### Supply network

Scale bar: 10 µm. Pins as bars on the die edge.
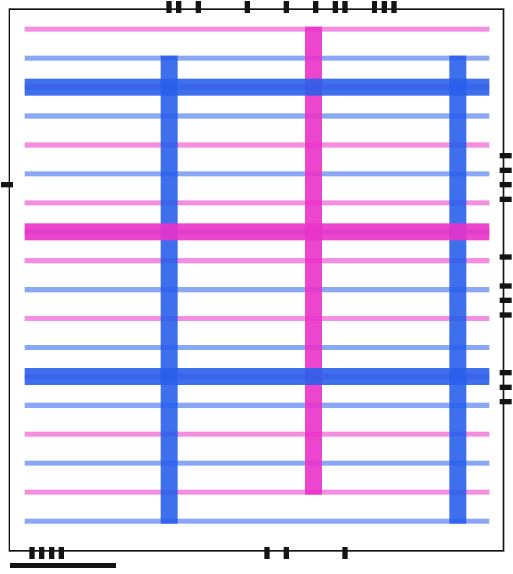
### Placed cells, one colour a class

Scale bar: 10 µm.
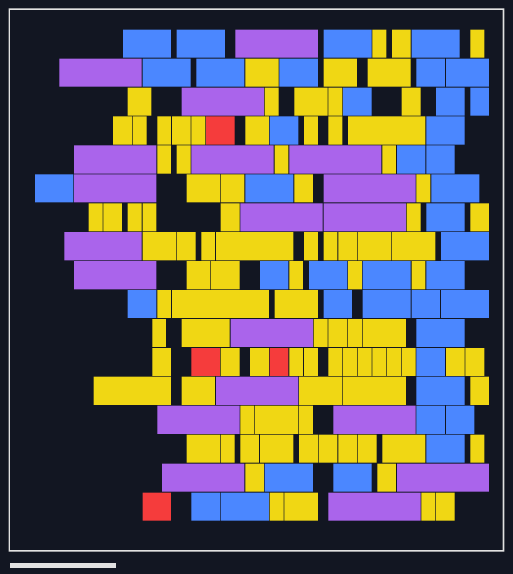
## config.mk

```make
export PLATFORM = sky130hd
export DESIGN_NAME = viterbi_traceback
export DESIGN_NICKNAME = d
export VERILOG_FILES = /design/src/rtl/viterbi_traceback.sv
export SDC_FILE = /design/constraint.sdc
export NUM_CORES = 1
export LEC_CHECK = 0
export ABC_AREA = 1
export ABC_CLOCK_PERIOD_IN_PS = 1100
export CORE_ASPECT_RATIO = 1.1
export CORE_UTILIZATION = 39
export CTS_CLUSTER_DIAMETER = 120
export CTS_CLUSTER_SIZE = 8
export DETAILED_ROUTE_END_ITERATION = 12
export PLACE_DENSITY = 0.79
export SKIP_CTS_REPAIR_TIMING = 1
export SYNTH_ARGS = -nofsm -noshare
export SYNTH_HDL_FRONTEND = slang
export SYNTH_SLANG_ARGS = --single-unit
```

## constraint.sdc

```tcl
create_clock -name clk -period 1.1 [get_ports clk]
set_input_delay 0.11 -clock clk [delete_from_list [all_inputs] [get_ports clk]]
set_output_delay 0.11 -clock clk [all_outputs]
set_load 0.005 [all_outputs]
```

## src/rtl/viterbi_traceback.sv

```systemverilog
// -----------------------------------------------------------------------------
// viterbi_traceback
//
// Purpose:
//   Traceback unit placed directly after the Viterbi survivor memory. A start
//   pulse latches the newest survivor row (start_time) and a starting state.
//   The unit then walks the survivor bits backwards for TB_LEN steps through
//   the memory's combinational read port. It presents one decoded bit per
//   traceback on a valid/ready output handshake. busy goes back to the
//   ACS/write controller so that it can throttle writes during a walk.
//
// Optional feature (macro VITERBI_TB_BEST_STATE_EN):
//   defined   - the traceback starts from best_state.
//   undefined - the traceback always starts from state 0 (fixed-start
//               traceback that relies on TB_LEN convergence). The best_state
//               port stays present but is unused.
//
// Ports:
//   clk          in   clock
//   rst          in   synchronous, active-high reset
//   start        in   single-cycle traceback request, sampled only in IDLE
//   start_time   in   survivor memory row of the newest survivor row
//   best_state   in   best-metric state at start_time
//   busy         out  high whenever the FSM is not IDLE
//   rd_state     out  registered state index into the survivor memory
//   rd_time      out  registered row index into the survivor memory
//   surv_bit     in   survivor bit at (rd_time, rd_state), same cycle
//   out_valid    out  decoded bit available
//   out_ready    in   consumer accepts out_bit
//   out_bit      out  decoded information bit
//   out_time     out  memory row that the decoded bit belongs to
//   dbg_state_o  out  current FSM state (IDLE=0, WALK=1, OUT=2)
//
// Output handshake: out_bit/out_time are transferred on a rising clk edge
// where out_valid && out_ready. Once out_valid is raised, out_valid,
// out_bit and out_time stay constant until that transfer happens. out_valid
// never depends combinationally on out_ready.
// -----------------------------------------------------------------------------
module viterbi_traceback #(
    parameter int K      = 5,
    parameter int M      = K - 1,
    parameter int S      = 1 << M,
    parameter int D      = 10,
    parameter int TB_LEN = 6
) (
    input  logic                 clk,
    input  logic                 rst,
    input  logic                 start,
    input  logic [$clog2(D)-1:0] start_time,
    input  logic [M-1:0]         best_state,
    output logic                 busy,
    output logic [$clog2(S)-1:0] rd_state,
    output logic [$clog2(D)-1:0] rd_time,
    input  logic                 surv_bit,
    output logic                 out_valid,
    input  logic                 out_ready,
    output logic                 out_bit,
    output logic [$clog2(D)-1:0] out_time,
    output logic [1:0]           dbg_state_o
);

    localparam int TW = $clog2(D);
    localparam int SW = $clog2(S);
    // The counter holds values up to TB_LEN, so it never wraps mid-walk.
    localparam int CW = $clog2(TB_LEN + 1);

    localparam logic [TW-1:0] T_LAST    = TW'(D - 1);
    localparam logic [CW-1:0] STEP_LAST = CW'(TB_LEN - 1);

    localparam logic [1:0] ST_IDLE = 2'd0;
    localparam logic [1:0] ST_WALK = 2'd1;
    localparam logic [1:0] ST_OUT  = 2'd2;

    // Reject illegal configurations at elaboration time. The walk must leave
    // at least one row of slack so that the write controller can make progress.
    if (TB_LEN < 1 || TB_LEN > D - 1) begin : g_bad_tb_len
        $error("viterbi_traceback: TB_LEN must lie in 1..D-1");
    end
    if (M < 2 || SW != M) begin : g_bad_m
        $error("viterbi_traceback: need M >= 2 and S == 1 << M");
    end

    logic [1:0]    state_q,     state_d;
    logic [SW-1:0] rd_state_q,  rd_state_d;
    logic [TW-1:0] rd_time_q,   rd_time_d;
    logic [CW-1:0] step_q,      step_d;
    logic          out_valid_q, out_valid_d;
    logic          out_bit_q,   out_bit_d;
    logic [TW-1:0] out_time_q,  out_time_d;

    logic [SW-1:0] start_state;
    logic [SW-1:0] next_state;
    logic [TW-1:0] next_time;

`ifdef VITERBI_TB_BEST_STATE_EN
    assign start_state = best_state;
`else
    // Fixed-start traceback. best_state is folded into an unused sink so
    // that the port stays present without driving any logic.
    logic unused_best_state;
    assign unused_best_state = ^best_state;
    assign start_state       = '0;
`endif

    // One trellis step backwards. The survivor bit becomes the MSB of the
    // predecessor state, and the remaining state bits shift down.
    assign next_state = {surv_bit, rd_state_q[SW-1:1]};

    // Row index decrements modulo D. The explicit wrap keeps this correct
    // when D is not a power of two.
    assign next_time = (rd_time_q == '0) ? T_LAST : (rd_time_q - 1'b1);

    always_comb begin
        state_d     = state_q;
        rd_state_d  = rd_state_q;
        rd_time_d   = rd_time_q;
        step_d      = step_q;
        out_valid_d = out_valid_q;
        out_bit_d   = out_bit_q;
        out_time_d  = out_time_q;

        case (state_q)
            ST_IDLE: begin
                if (start) begin
                    state_d    = ST_WALK;
                    rd_time_d  = start_time;
                    rd_state_d = start_state;
                    step_d     = '0;
                end
            end

            ST_WALK: begin
                rd_state_d = next_state;
                rd_time_d  = next_time;
                step_d     = step_q + 1'b1;
                // The last walk cycle captures the decoded bit. It is the LSB
                // of the oldest predecessor state, which is the information
                // bit that was shifted in at that row.
                if (step_q == STEP_LAST) begin
                    state_d     = ST_OUT;
                    out_valid_d = 1'b1;
                    out_bit_d   = next_state[0];
                    out_time_d  = next_time;
                end
            end

            ST_OUT: begin
                if (out_valid_q && out_ready) begin
                    out_valid_d = 1'b0;
                    state_d     = ST_IDLE;
                end
            end

            default: begin
                state_d     = ST_IDLE;
                out_valid_d = 1'b0;
            end
        endcase
    end

    always_ff @(posedge clk) begin
        if (rst) begin
            state_q     <= ST_IDLE;
            rd_state_q  <= '0;
            rd_time_q   <= '0;
            step_q      <= '0;
            out_valid_q <= 1'b0;
            out_bit_q   <= 1'b0;
            out_time_q  <= '0;
        end else begin
            state_q     <= state_d;
            rd_state_q  <= rd_state_d;
            rd_time_q   <= rd_time_d;
            step_q      <= step_d;
            out_valid_q <= out_valid_d;
            out_bit_q   <= out_bit_d;
            out_time_q  <= out_time_d;
        end
    end

    assign busy        = (state_q != ST_IDLE);
    assign rd_state    = rd_state_q;
    assign rd_time     = rd_time_q;
    assign out_valid   = out_valid_q;
    assign out_bit     = out_bit_q;
    assign out_time    = out_time_q;
    assign dbg_state_o = state_q;

    // Protocol properties: a stalled output holds its value, and row indices
    // always stay inside the memory.
    a_out_hold: assert property (@(posedge clk) disable iff (rst)
        (out_valid && !out_ready) |=> (out_valid && $stable(out_bit) && $stable(out_time)));

    a_rd_time_range: assert property (@(posedge clk) disable iff (rst)
        (rd_time <= T_LAST) && (out_time <= T_LAST));

endmodule

```

==> results.txt <==
Implementation results are summarized by area below.

Outcome
The flow ran to the end, but the final reports show violations. The checks that failed: setup timing.

Finish
The post-route netlist has between 40% and 50% of its cells at a drive strength greater than 1. Cells fill 72.88% of the core in the end. By instance count after routing, the leading logic cell type is nand2_1. The final antenna diode tally reported by the flow is 0.

Yosys
The mapped netlist covers 843.3 µm². Yosys attributes the largest share of cell area to dfxtp_1, nand2_1, a21oi_1. Of the post-synthesis cell area, the dominant cell type holds 45.10%.

The stat command in Yosys gives a chip area of 843.3 µm².

Worst setup path
The startpoint type of the worst setup path is a flop. The critical path ends at out_time[3]. The largest stage delay on the critical path is 0.36 ns. The critical path class is flop to flop. Setup slack on the worst reg-to-reg path comes out at -0.09 ns. The data arrival time of the critical path is 1.40 ns. The required time of the critical path is 1.32 ns. The depth of the worst register-to-register path is 7.

Floorplan
At the floorplan stage, the core utilization is reported as 41.73%.

Final timing
OpenROAD reports that the post-layout worst path occupies 107.9% of the period. Derived from the worst setup path, the maximum achievable clock frequency is 842.3 MHz. The final worst-path setup slack is -0.08722 ns. The final timing report lists a hold violation count of 0. Setup repair after global routing could not meet its margin everywhere. The final-layout setup total negative slack is -0.2955 ns. The max-slew violation count is 0. Endpoints with negative setup slack in the final report add up to 8.

Placement
Summed over all nets, the half-perimeter wirelength after detailed placement is roughly 1.4 mm. Logged for this run, the post-placement worst setup slack is -0.07971 ns. The standard cell area after detailed placement is 0.001170 mm². The count of buffers from port buffering is 25.

Clock network
For the worst-skew pair, the clock arrives at the later sink with an insertion delay of 0.31 ns. The CTS clock-pin slew for the worst setup and hold paths is 0.11 ns. Per the CTS log, the buffer count on the longest clock path is 2.

Global route
The first global-routing pass estimated 2.898 mm of wire.

Detailed routing
Per the detail_route report, DRC violations left total 0. In the final routed layout, each cell accounts on average for 15.32 µm. The amount of wire on met2 after detailed routing is 1.530 mm.

Dividing the detail-routed via count by the number of cells gives ~5.3. The initial DRC count is 35. The detailed router placed approximately 980 vias in this run.

Worst hold path
The tightest min-delay check is of the primary input to flop type. The launch point of the worst min-delay path is recorded as surv_bit.
-- 'Supply network' (at the start) --
VDD: drawn in magenta. VSS: drawn in blue.
30 signal pins sit on the boundary. 18 met1 rails follow the rows. 3 straps on met4. 3 straps on met5.

-- 'Placed cells, one colour a class' (at the start) --
all other logic: drawn in yellow, cells 95, share of their area 41%. other buffers and delay cells: drawn in blue, cells 40, share of their area 28%. clock drivers and dummy loads: drawn in red, cells 4, share of their area 1.9%. flops: drawn in purple, cells 19, share of their area 29%.

==> cells by family after synthesis <==
family	after synthesis	share of synthesized area [%]
buffers and inverters	14	6.378
AND/OR/NAND/NOR	50	27.60
adder cells (fa/ha/maj)	2	2.967
AND-OR/OR-AND	28	16.91
flip-flops	19	45.10
XOR/XNOR	1	1.039
==> power by group <==
part	leakage, nW	internal [W]	switching, W
registers	0.164	0.000714	0.0000272
clock network	0.0177	0.000136	0.000227
logic	0.691	0.000166	0.000199
total	0.872	0.00102	0.000453
==> final cells by class <==
cell class	count	area (µm²)	share of cell area, %
sequential	19	412.9	28.04
inverter	13	66.31	4.503
clock inverter	1	5.005	0.3398
timing repair buffer	40	401.6	27.27
clock buffer	3	22.52	1.529
tap	28	35.03	2.379
multi-input combinational	82	529.3	35.94
Power figures rest on the tool's default switching activity, not on a simulated workload.
